Sequential cells coloured by netlist name:
(3 px per um)
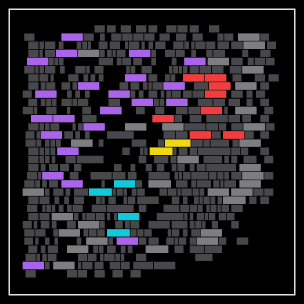
Port wiring:
(4 px per um)
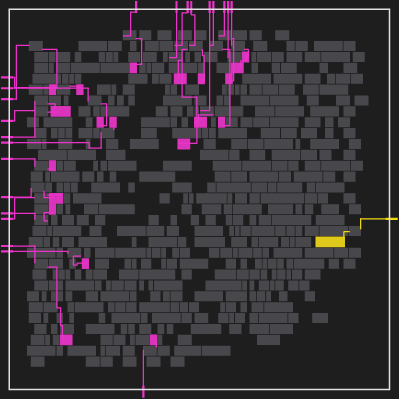
The clock network:
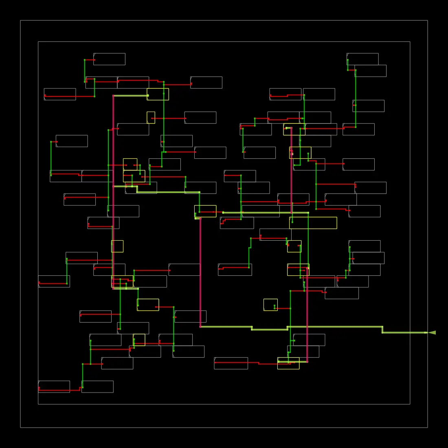
<file path="src/rtl/ram_port_arbiter.sv">
// rtl/ram_port_arbiter.sv - two-port arbiter sharing one cartridge RAM port
// Port A has fixed priority, port B is protected by a starvation guard.
module ram_port_arbiter #(
   parameter int ADDR_WIDTH   = 22,
   parameter int STARVE_LIMIT = 4,
   parameter int TIMEOUT      = 255
) (
   input  logic                  i_clk,
   input  logic                  i_reset_n,
   input  logic                  i_a_req,
   input  logic [ADDR_WIDTH-1:0] i_a_addr,
   input  logic                  i_a_we,
   input  logic [7:0]            i_a_din,
   output logic [7:0]            o_a_dout,
   output logic                  o_a_ack,
   input  logic                  i_b_req,
   input  logic [ADDR_WIDTH-1:0] i_b_addr,
   input  logic                  i_b_we,
   input  logic [7:0]            i_b_din,
   output logic [7:0]            o_b_dout,
   output logic                  o_b_ack,
   output logic                  o_ram_req,
   output logic [ADDR_WIDTH-1:0] o_ram_addr,
   output logic                  o_ram_we,
   output logic [7:0]            o_ram_din,
   input  logic [7:0]            i_ram_dout,
   input  logic                  i_ram_ack,
   output logic                  o_timeout_err
);

   typedef enum logic [1:0] {S_IDLE, S_ISSUE, S_DONE} state_t;

   localparam logic [3:0] STARVE  = 4'(STARVE_LIMIT);
   localparam logic [7:0] TO_LAST = 8'(TIMEOUT - 1);

   state_t                r_state;
   logic                  r_win_b;
   logic [3:0]            r_run_cnt;
   logic [7:0]            r_wait_cnt;
   logic                  r_ram_req;
   logic [ADDR_WIDTH-1:0] r_ram_addr;
   logic                  r_ram_we;
   logic [7:0]            r_ram_din;
   logic                  r_a_ack;
   logic                  r_b_ack;
   logic [7:0]            r_a_dout;
   logic [7:0]            r_b_dout;
   logic                  r_timeout_err;

   logic w_grant_b;
   logic w_timeout_hit;

   // B wins only when A is idle or A has used up its run of consecutive grants
   assign w_grant_b     = i_b_req && (!i_a_req || (r_run_cnt == STARVE));
   assign w_timeout_hit = (TIMEOUT != 0) && (r_wait_cnt == TO_LAST);

   always_ff @(posedge i_clk) begin
      if (!i_reset_n) begin
         r_state       <= S_IDLE;
         r_win_b       <= 1'b0;
         r_run_cnt     <= 4'd0;
         r_wait_cnt    <= 8'd0;
         r_ram_req     <= 1'b0;
         r_ram_addr    <= '0;
         r_ram_we      <= 1'b0;
         r_ram_din     <= 8'h00;
         r_a_ack       <= 1'b0;
         r_b_ack       <= 1'b0;
         r_a_dout      <= 8'h00;
         r_b_dout      <= 8'h00;
         r_timeout_err <= 1'b0;
      end else begin
         r_a_ack       <= 1'b0;
         r_b_ack       <= 1'b0;
         r_timeout_err <= 1'b0;
         case (r_state)
            S_IDLE: begin
               if (i_a_req || i_b_req) begin
                  r_win_b    <= w_grant_b;
                  r_ram_addr <= w_grant_b ? i_b_addr : i_a_addr;
                  r_ram_we   <= w_grant_b ? i_b_we   : i_a_we;
                  r_ram_din  <= w_grant_b ? i_b_din  : i_a_din;
                  r_ram_req  <= 1'b1;
                  r_wait_cnt <= 8'd0;
                  r_state    <= S_ISSUE;
                  if (w_grant_b || !i_b_req)
                     r_run_cnt <= 4'd0;
                  else if (r_run_cnt != STARVE)
                     r_run_cnt <= r_run_cnt + 4'd1;
               end
            end
            S_ISSUE: begin
               if (i_ram_ack) begin
                  r_ram_req <= 1'b0;
                  r_a_ack   <= !r_win_b;
                  r_b_ack   <= r_win_b;
                  if (!r_ram_we) begin
                     if (r_win_b) r_b_dout <= i_ram_dout;
                     else         r_a_dout <= i_ram_dout;
                  end
                  r_state <= S_DONE;
               end else if (w_timeout_hit) begin
                  r_ram_req     <= 1'b0;
                  r_a_ack       <= !r_win_b;
                  r_b_ack       <= r_win_b;
                  r_timeout_err <= 1'b1;
                  if (r_win_b) r_b_dout <= 8'hFF;
                  else         r_a_dout <= 8'hFF;
                  r_state <= S_DONE;
               end else begin
                  r_wait_cnt <= r_wait_cnt + 8'd1;
               end
            end
            S_DONE:  r_state <= S_IDLE;
            default: r_state <= S_IDLE;
         endcase
      end
   end

   assign o_ram_req     = r_ram_req;
   assign o_ram_addr    = r_ram_addr;
   assign o_ram_we      = r_ram_we;
   assign o_ram_din     = r_ram_din;
   assign o_a_ack       = r_a_ack;
   assign o_b_ack       = r_b_ack;
   assign o_a_dout      = r_a_dout;
   assign o_b_dout      = r_b_dout;
   assign o_timeout_err = r_timeout_err;

endmodule

</file>
<file path="config.mk">
export PLATFORM = sky130hd
export DESIGN_NAME = ram_port_arbiter
export DESIGN_NICKNAME = d
export VERILOG_FILES = /design/src/rtl/ram_port_arbiter.sv
export SDC_FILE = /design/constraint.sdc
export NUM_CORES = 1
export LEC_CHECK = 0
export CORE_MARGIN = 4
export CORE_UTILIZATION = 38
export DETAILED_ROUTE_END_ITERATION = 10
export GPL_ROUTABILITY_DRIVEN = 0
export PLACE_DENSITY = 0.82
export SLEW_MARGIN = 40
export SYNTH_ARGS = -nofsm -noshare
export SYNTH_HDL_FRONTEND = slang
export SYNTH_SLANG_ARGS = --single-unit
</file>
<file path="constraint.sdc">
create_clock -name i_clk -period 1.6 [get_ports i_clk]
set_clock_uncertainty 0.2 [all_clocks]
set_input_delay 0.24 -clock i_clk [delete_from_list [all_inputs] [get_ports i_clk]]
set_output_delay 0.24 -clock i_clk [all_outputs]
set_load 0.01 [all_outputs]
</file>
==> impl_results.rst <==
Metrics
=======

.. list-table::
   :header-rows: 1

   * - Metric
     - Value
   * - Share of synthesized cell area in and-or and or-and compound cells
     - 0.307
   * - Setup bufs post-CTS
     - 0
   * - Crit path arrival time
     - 1.74 ns
   * - Highest ir drop seen on vdd
     - 0.624 mV
   * - Gate family responsible for the most delay along the worst path
     - AND-OR/OR-AND gates
   * - Non-clk invs
     - 7
   * - Register share of the cell area
     - 0.275
   * - Flops
     - 66
   * - Overall power consumption
     - 4.30 mW
   * - Static Leak
     - 2.08 nW
   * - Main area contributors
     - dfxtp_1, a21oi_1, o221a_1
   * - Biggest cell category by area in the final layout
     - non-clock buffers
   * - Internal power
     - 3.04 mW
   * - Hold buffer count at cts
     - 0
   * - Synth cell types
     - about 40
   * - Clock Power Share
     - 0.336
   * - Relative area of non-clock buffer cells in the final design
     - 0.335
   * - Number of logic stages on the critical path including buffering
     - 8
   * - Total gr overflow
     - 0
   * - Root cell of the clock tree
     - clkbuf_8
   * - Depth of the CTS H-tree
     - 3
   * - Worst-case register-to-register setup slack
     - -0.06 ns
   * - Startpoint of the worst-slack reg-to-reg timing path
     - r_run_cnt[0]
   * - Area of the multi-input gates
     - 1540 um2
   * - Clock Network Area Fraction
     - 0.0413
   * - Post-synth mux share
     - 0
   * - Final WL
     - 9570 um
   * - Fraction of layout instances using a drive strength above 1
     - 0.220
   * - Largest family of logic cells by area
     - AND-OR/OR-AND gates
   * - Max Buffers Root-to-Sink
     - 2
   * - DRC viols
     - 0
   * - Antenna violations before repair
     - 0
   * - Post-CTS Resized
     - 60
   * - Clock sinks
     - roughly 66
   * - Layout Utilization
     - 0.664
   * - Status
     - finished with violations
   * - Crit Path Class
     - register to register
   * - Number of endpoints failing setup at the final stage
     - 31
   * - Flip-flop count of the largest register after layout
     - 22
   * - Failing checks
     - setup timing
   * - Net count of the finished layout
     - 560
   * - HP Class
     - input port to register
   * - Group with the largest share of power
     - sequential cells
   * - Terminus of the critical flop-to-flop path
     - o_ram_din[4]
   * - Ratio of final minimum period to clock period
     - 1.04
   * - Max Fanout on Critical Path
     - 8
   * - Final worst setup slack
     - -0.0613 ns
   * - Initial standard-cell utilization of the core
     - 0.392
   * - Via count of the first global-routing pass
     - 2927
   * - Post-synth tally of flip-flops with integrated enable
     - 0
   * - Hold slack
     - 0.0516 ns
   * - Yosys simple share
     - 0.155
   * - Pin count of the biggest net entering global routing
     - 33
   * - Number of search-and-repair iterations in the first detailed-routing pass
     - 4
   * - Tmin final
     - 1.66 ns
   * - Num CTS Buffers
     - 9
   * - Antenna Violating Nets Remaining
     - 0
   * - Area Growth Syn to Fin
     - 69.5%
   * - First-pass GRT wire length
     - 14200 um
   * - Post-placement worst setup slack
     - -0.333 ns
   * - Fraction of the yosys area taken by sequential cells
     - 0.463
   * - Commonest non-fill, non-tap cell in the layout
     - clkdlybuf4s50_1
   * - Clock transition at path regs
     - 0.07 ns
   * - Dominant logic cell types in the final layout
     - clkdlybuf4s50_1, dfxtp_1, a21oi_1, dlygate4sd2_1, nand2_1
   * - Reg2reg path depth
     - 8
   * - Leading cell types by count after synthesis
     - dfxtp_1, a21oi_1, nand2_1
   * - Nature of the critical path endpoint
     - register
   * - Row count
     - 31
   * - Number of warnings printed during yosys synthesis
     - 0
   * - Fraction of registers with async set/reset
     - 0
   * - Required @ worst endpoint
     - 1.68 ns
   * - Highest attainable clock frequency
     - 0.602 GHz
   * - Switching share of power
     - 0.293
   * - Dominant flop cell
     - dfxtp_1
   * - Antenna fix cells
     - 0
   * - Buffer-and-inverter tally for the worst setup path
     - 3
   * - Leading cell type by number of instances after synthesis
     - dfxtp_1
   * - Number of warnings in the stage logs
     - 30
   * - Maximum single-stage delay on the critical path
     - between 0.3 and 0.4 ns
   * - Net count after synthesis
     - 405
   * - Critical path endpoint
     - o_ram_din[4]
-- 'sequential cells coloured by netlist name' (at the start) --
[r_state] yellow | sequential cells: 2
[o_ram_addr] purple | sequential cells: 22
[o_b_dout] red | sequential cells: 8
[r_run_cnt] cyan | sequential cells: 4

-- 'port wiring' (at the start) --
[i_b_addr] magenta | direction: input | edge: 12 left, 9 top, 1 bottom | end cells: 22 | buffers: 22 | wire: 465 um
[o_timeout_err] yellow | direction: output | edge: right | end cells: 1 | buffers: 1 | wire: 12.3 um
input/output buffers: 125
count of pins on the block boundary: 126

-- 'the clock network' (at the start) --
total clock network power: 1.45 mW
Clock buffer cells: 9

-- routing by layer --
| metal | vias up | share of wire | track usage |
|---|---|---|---|
| met5 | - | 0 | 0 |
| met4 | 0 | 0.018 | 0.0817 |
| li1 | 1496 | - | - |
| met1 | 1478 | 0.41 | 0.237 |
| met3 | 18 | 0.083 | 0.0693 |
| met2 | 123 | 0.49 | 0.332 |
-- stage by stage --
stage,TNS (ns),instance area [um2],instances
5_1_grt,-4.18,4840,585
4_1_cts,-0.0502,4610,578
6_report,-0.972,4840,585
3_3_place_gp,-15.32,4430,562
2_1_floorplan,0,2860,326
3_5_place_dp,-16.95,4430,562
Power figures rest on the tool's default switching activity, not on a simulated workload.
